<file path="config.mk">
export PLATFORM = sky130hd
export DESIGN_NAME = systick_timer
export DESIGN_NICKNAME = d
export VERILOG_FILES = /design/src/rtl/systick_pkg.sv /design/src/rtl/systick_ref_edge.sv /design/src/rtl/systick_timer.sv
export SDC_FILE = /design/constraint.sdc
export NUM_CORES = 1
export LEC_CHECK = 0
export ABC_AREA = 1
export CAP_MARGIN = 20
export CORE_UTILIZATION = 45
export CTS_BUF_LIST = sky130_fd_sc_hd__clkbuf_8 sky130_fd_sc_hd__clkbuf_16
export DETAILED_ROUTE_END_ITERATION = 16
export DONT_BUFFER_PORTS = 1
export GPL_ROUTABILITY_DRIVEN = 0
export PLACE_DENSITY = 0.59
export REMOVE_ABC_BUFFERS = 1
export SYNTH_ARGS = -nofsm -noshare
export SYNTH_HDL_FRONTEND = slang
export SYNTH_SLANG_ARGS = --single-unit
</file>
<file path="constraint.sdc">
create_clock -name CLK -period 2.1 [get_ports CLK]
set_input_delay 0.42 -clock CLK [delete_from_list [all_inputs] [get_ports CLK]]
set_output_delay 0.42 -clock CLK [all_outputs]
set_load 0.03 [all_outputs]
</file>
<file path="src/rtl/systick_pkg.sv">
// rtl/systick_pkg.sv - shared constants for the systick timer slice
package systick_pkg;

    localparam int CNT_W_DEFAULT = 24;

    localparam logic [1:0] ADDR_CTRL  = 2'd0;
    localparam logic [1:0] ADDR_LOAD  = 2'd1;
    localparam logic [1:0] ADDR_VAL   = 2'd2;
    localparam logic [1:0] ADDR_CALIB = 2'd3;

    localparam int CTRL_ENABLE    = 0;
    localparam int CTRL_TICKINT   = 1;
    localparam int CTRL_CLKSOURCE = 2;
    localparam int CTRL_COUNTFLAG = 16;

endpackage

</file>
<file path="src/rtl/systick_ref_edge.sv">
// rtl/systick_ref_edge.sv - reference clock rising-edge detector, optional synchronizer (SYSTICK_REF_SYNC_EN)
module systick_ref_edge (
    input  logic clk,
    input  logic rst_n,
    input  logic i_ref,
    output logic o_tick
);

    logic w_ref;
    logic r_prev;
    logic r_tick;

`ifdef SYSTICK_REF_SYNC_EN
    logic [1:0] r_sync;

    always_ff @(posedge clk or negedge rst_n) begin
        if (!rst_n) begin
            r_sync <= 2'b00;
        end else begin
            r_sync <= {r_sync[0], i_ref};
        end
    end

    assign w_ref = r_sync[1];
`else
    assign w_ref = i_ref;
`endif

    // Edge history runs regardless of clock source so a source switch never sees stale history
    always_ff @(posedge clk or negedge rst_n) begin
        if (!rst_n) begin
            r_prev <= 1'b0;
            r_tick <= 1'b0;
        end else begin
            r_prev <= w_ref;
            r_tick <= w_ref & ~r_prev;
        end
    end

    assign o_tick = r_tick;

endmodule

</file>
<file path="src/rtl/systick_timer.sv">
// rtl/systick_timer.sv - 24-bit down-counting system tick timer with word-register bus
module systick_timer
    import systick_pkg::*;
#(
    parameter int          CNT_W       = CNT_W_DEFAULT,
    parameter logic [23:0] CALIB_TENMS = 24'd0,
    parameter logic        CALIB_NOREF = 1'b0,
    parameter logic        CALIB_SKEW  = 1'b1
) (
    input  logic        CLK,
    input  logic        reset_n,
    input  logic        ref_clk,
    input  logic        bus_sel,
    input  logic        bus_wr,
    input  logic [1:0]  bus_addr,
    input  logic [31:0] bus_wdata,
    output logic [31:0] bus_rdata,
    output logic        systick_irq
);

    logic             r_enable;
    logic             r_tickint;
    logic             r_clksource;
    logic             r_countflag;
    logic [CNT_W-1:0] r_load;
    logic [CNT_W-1:0] r_val;
    logic [31:0]      r_rdata;
    logic             r_irq;

    logic        w_ref_tick;
    logic        w_tick;
    logic        w_rd;
    logic        w_wr_ctrl;
    logic        w_wr_load;
    logic        w_wr_val;
    logic        w_rd_ctrl;
    logic [31:0] w_ctrl;
    logic [31:0] w_rdata;
    logic        w_unused;

    systick_ref_edge u_ref_edge (
        .clk    (CLK),
        .rst_n  (reset_n),
        .i_ref  (ref_clk),
        .o_tick (w_ref_tick)
    );

    assign w_tick    = r_clksource ? 1'b1 : w_ref_tick;
    assign w_rd      = bus_sel & ~bus_wr;
    assign w_wr_ctrl = bus_sel & bus_wr & (bus_addr == ADDR_CTRL);
    assign w_wr_load = bus_sel & bus_wr & (bus_addr == ADDR_LOAD);
    assign w_wr_val  = bus_sel & bus_wr & (bus_addr == ADDR_VAL);
    assign w_rd_ctrl = w_rd & (bus_addr == ADDR_CTRL);
    assign w_unused  = ^bus_wdata;

    always_comb begin
        w_ctrl                 = 32'd0;
        w_ctrl[CTRL_ENABLE]    = r_enable;
        w_ctrl[CTRL_TICKINT]   = r_tickint;
        w_ctrl[CTRL_CLKSOURCE] = r_clksource;
        w_ctrl[CTRL_COUNTFLAG] = r_countflag;
    end

    always_comb begin
        w_rdata = 32'd0;
        case (bus_addr)
            ADDR_CTRL:  w_rdata = w_ctrl;
            ADDR_LOAD:  w_rdata = 32'(r_load);
            ADDR_VAL:   w_rdata = 32'(r_val);
            ADDR_CALIB: w_rdata = {CALIB_NOREF, CALIB_SKEW, 6'b0, CALIB_TENMS};
            default:    w_rdata = 32'd0;
        endcase
    end

    // Later assignments win: flag set beats CTRL-read clear, VAL write beats the tick
    always_ff @(posedge CLK or negedge reset_n) begin
        if (!reset_n) begin
            r_enable    <= 1'b0;
            r_tickint   <= 1'b0;
            r_clksource <= 1'b0;
            r_countflag <= 1'b0;
            r_load      <= '0;
            r_val       <= '0;
            r_rdata     <= 32'd0;
            r_irq       <= 1'b0;
        end else begin
            r_irq <= 1'b0;
            if (w_wr_ctrl) begin
                r_enable    <= bus_wdata[CTRL_ENABLE];
                r_tickint   <= bus_wdata[CTRL_TICKINT];
                r_clksource <= bus_wdata[CTRL_CLKSOURCE];
            end
            if (w_wr_load) begin
                r_load <= bus_wdata[CNT_W-1:0];
            end
            if (w_rd_ctrl) begin
                r_countflag <= 1'b0;
            end
            if (w_wr_val) begin
                r_val       <= '0;
                r_countflag <= 1'b0;
            end else if (r_enable && w_tick) begin
                if (r_val == '0) begin
                    r_val <= r_load;
                end else if (r_val == CNT_W'(1)) begin
                    r_val       <= '0;
                    r_countflag <= 1'b1;
                    r_irq       <= r_tickint;
                end else begin
                    r_val <= r_val - CNT_W'(1);
                end
            end
            if (w_rd) begin
                r_rdata <= w_rdata;
            end
        end
    end

    assign bus_rdata   = r_rdata;
    assign systick_irq = r_irq;

endmodule

</file>
### I/O nets highlighted

Drawn at 3 px/µm.
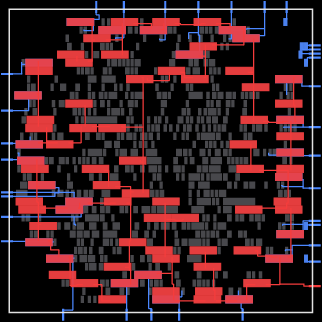
red -> reset_n  # direction input, edge right, end cells 80, buffers 0, wire 596 µm
blue -> bus_rdata  # direction output, edge 12 right, 8 left, 7 top, 5 bottom, end cells 32, buffers 0, wire 395 µm

==> impl_metrics.env <==
# yosys + openroad results
export IMPL_critical_path_startpoint_type="register"
export IMPL_core_area_um2=9328
export IMPL_largest_delay_contributor_family_on_the_critical_path="simple AND/OR/NAND/NOR gates"
export IMPL_critical_path_capture_point_type="register"
export IMPL_worst_hold_slack_ps=-251.9
export IMPL_report_power_total_mw=6.479
export IMPL_crit_slowest_cell="sky130_fd_sc_hd__dfrtp_1"
export IMPL_synth_yosys_warnings=0
export IMPL_fp_dieH_um=100.6
export IMPL_yosysCellCount=593
export IMPL_log_warning_count=37
export IMPL_dieArea_um2=10110
export IMPL_postLayoutCoreUtil_pct=50.60
export IMPL_cts_made_buffers=9
export IMPL_syn_instance_count=593
export IMPL_routed_wirelength_um=10320
export IMPL_max_slew_headroom_pct=61.67
export IMPL_peakVddDrop_mv=0.4916
export IMPL_first_global_vias=3529
export IMPL_drc=0
export IMPL_die_x_um=100.6
export IMPL_critPathBufInv=1
export IMPL_regToRegStartpoint="r_val[8]"
export IMPL_sequentialPowerShare_pct=37.6
export IMPL_critical_path_max_stage_delay_ps=450
export IMPL_cts_h_tree_lvls=3
export IMPL_synth_seq_area_share_pct=45.81
export IMPL_worst_slew_pin_transition_ps=574.3
export IMPL_areaGrowthSynthToFinish_pct=7.987
export IMPL_swShare_pct=45.26
export IMPL_dpl_instance_area_um2=4508
export IMPL_finalCritPeriodShare_pct=89.48
export IMPL_synth_seq_cells=80
export IMPL_ctsRootBufferMaster="sky130_fd_sc_hd__clkbuf_8"
export IMPL_setup_buffers_after_cts=0
export IMPL_timing_critical_path_required_ps=2330
export IMPL_power_clock_fraction_pct=18.8
export IMPL_use_met1_pct=32.60
export IMPL_ioPinCount=72
export IMPL_power_switching_mw=2.932
export IMPL_io_buffers=0
export IMPL_cp_cell_sequence="nor2_2 > inv_1 > nor2_2 > nand2_1 > nor2_2 > nand2_2 > o21ai_0 > o21ai_1"
export IMPL_finalSetupTns_ps=0
export IMPL_crit_top_cell="sky130_fd_sc_hd__nor2_2"
export IMPL_worst_skew_pair_late_latency_ps=360
export IMPL_nets=638
export IMPL_cts_max_path_buffers=2
export IMPL_number_of_antenna_violations_at_the_first_check_in_global_routing=0
export IMPL_numClockSinks=80
export IMPL_fp_util_pct=46.85
export IMPL_post_route_cells_drive_above_1_share_pct=8.153
export IMPL_run_status="finished with violations"
export IMPL_globalRoute_totalOverflow=0
export IMPL_detailedRoute_firstPassIterationCount=4
export IMPL_share_comb_of_total_power_pct=43.6
export IMPL_failed_checks="negative hold slack"
export IMPL_crit_path_launch="r_val[8]"
export IMPL_power_density_of_the_placed_cells_nw_per_um2=1373
export IMPL_grt_util_overall_pct=22.35
export IMPL_period_minus_slack_ps=1879
export IMPL_clkSlewWorstSetupHoldPaths_ps=80
export IMPL_timing_hold_worst_class="in -> async"
export IMPL_placed_cells=714
export IMPL_num_vias=3707
export IMPL_place_ws_ps=271.8
export IMPL_post_cts_resized_instances=0
export IMPL_yosys_stat_area_um2=4370
export IMPL_dp_final_hpwl_um=7277
export IMPL_globalRoute_busiestLayer="met2"
export IMPL_drt_iter0_markers=254
export IMPL_first_pass_grt_wire_length_um=17510
export IMPL_cts_tree="built"
export IMPL_finalInstanceArea_um2=4720
export IMPL_finish_cell_count_without_fillers=730
export IMPL_worst_setup_path_type="reg -> reg"
export IMPL_postSynthAreaPerCell_um2=7.370
export IMPL_setup_ws_final_ps=221.0
export IMPL_timing_hold_violations_final=80
export IMPL_internal_power_mw=3.547
export IMPL_crit_arrival_ps=2110
export IMPL_num_antenna_cells=0
export IMPL_routed_wire_length_per_instance_um=14.13
export IMPL_fmaxAchievable_ghz=0.5322
export IMPL_cp_max_fo=23
export IMPL_avgViaCountPerCell=5.078
export IMPL_grt_use_met3_pct=4.092
export IMPL_cap_violations=0
export IMPL_drtAntennaViolNets=0
export IMPL_total_leakage_power_nw=2.487
export IMPL_num_fill_cells=949
export IMPL_final_max_slew_violation_count=0
export IMPL_maximum_number_of_pins_on_one_net_before_global_route_repair=81
export IMPL_ys_types=28
export IMPL_unrepaired_setup_endpoints_after_global_routing="no"
export IMPL_use_met2_pct=33.40
export IMPL_final_setup_viol_count=0
export IMPL_timing_clock_skew_ps=8.529
export IMPL_std_cell_rows=35
export IMPL_netlist_area_before_placement_um2=4370
### Metal 4

Drawn at 4 px/µm. Supply wires on this layer in gray.
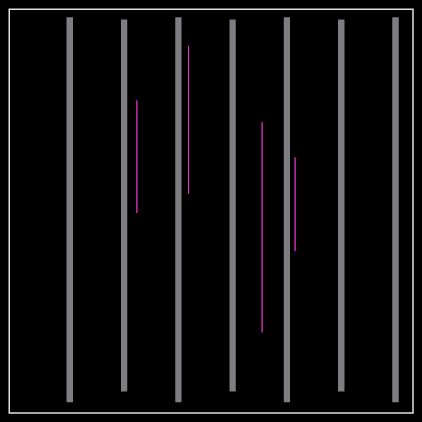
wire length on this layer = 140 µm
main direction = vertical
share of all routed wire = 1.4%
longest straight run = 52.4 µm

-- layer usage --
metal | vias to the layer above | wire length, µm
li1 | 1880 | -
met1 | 1724 | 4964
met2 | 91 | 4577
met3 | 12 | 635
met4 | 0 | 140
met5 | - | 0
-- sequential cells by signal (all words and copies together) (netlist names) --
name and flops:
bus_rdata 25, r_tickint 1, r_val 24, r_enable 1, u_ref_edge.o_tick 1, systick_irq 1
u_ref_edge.r_prev 1, r_clksource 1, r_countflag 1, r_load 24
-- cells in the mapped netlist, drive strengths merged --
master,n,share of area (%)
dfrtp,80,46
nand2,186,16
o21ai,38,4.4
nor3,1,0.11
o22ai,21,3.0
conb,1,0.086
mux2,1,0.26
clkinv,1,0.086
ha,3,0.86
a21oi,47,5.4
nand3,24,2.7
xnor2,1,0.20
xor2,10,2.0
clkbuf,8,0.69
buf,22,3.5
nand4,7,1.0
and2,1,0.14
inv,66,5.7
a31oi,3,0.43
nor2,72,7.3
-- area by class of cell --
type                       count  area [µm²]  share of cell area [%]
clock inverter                 7       87.58                   1.856
tap                          129       161.4                   3.420
clock buffer                   9       123.9                   2.625
timing repair buffer          16       132.6                   2.810
multi-input combinational    422        1961                   41.54
sequential                    80        2002                   42.42
inverter                      67       251.5                   5.329
-- cell usage in the layout, fill, tap and decap left out, drive strengths merged --
cell and count:
inv 67, nand2 186, a31oi 3, ha 3, and2 1, o21ai 38, a21oi 47, buf 16
conb 7, dfrtp 80, xor2 10, nand3 24, nor2 72, o22ai 21, nand4 7, clkinv 5
bufinv 2, mux2 1, xnor2 1, clkbuf 9, nor3 1
-- worst paths after layout --
kind | cells after the start | end | slack, ps
setup / recovery | 8 | r_val[6] | 220
hold / removal | 0 | r_load[4] | -250
setup reg to reg | 8 | r_val[6] | 220
hold reg to reg | 1 | u_ref_edge.o_tick | 400
max in group asynchronous | 0 | bus_rdata[6] | 2210
min in group CLK | 0 | u_ref_edge.r_prev | 90
-- worst register-to-register path: stages (launching register included) --
cell	delay, ps
sky130_fd_sc_hd__dfrtp_1	450
sky130_fd_sc_hd__nor2_2	200
sky130_fd_sc_hd__inv_1	70
sky130_fd_sc_hd__nor2_2	90
sky130_fd_sc_hd__nand2_1	90
sky130_fd_sc_hd__nor2_2	150
sky130_fd_sc_hd__nand2_2	290
sky130_fd_sc_hd__o21ai_0	310
sky130_fd_sc_hd__o21ai_1	100
-- power groups by stage --
stage | combinational (mW) | sequential, mW | clock, mW
after global routing | 3.25 | 2.50 | 1.33
after detailed placement | 2.80 | 2.46 | 0
after global placement | 2.75 | 2.45 | 0
final | 2.83 | 2.44 | 1.22
after floorplan | 2.21 | 2.36 | 0
after CTS | 2.82 | 2.43 | 1.26
-- cells by family (layout without fill, tap and decap cells) --
logic type	count (synthesis)	after routing	synth area share (%)
xor gates and xnor gates	11	11	2.204
DFF	80	80	45.81
adders and majority gates	3	3	0.8590
buffers and inverters	97	99	9.905
AOI/OAI and AO/OA	109	109	13.17
other	1	7	0.08580
and+or+nand+nor	291	291	27.71
muxes	1	1	0.2576
No activity file was given, so power comes from the tool's default toggle rates.
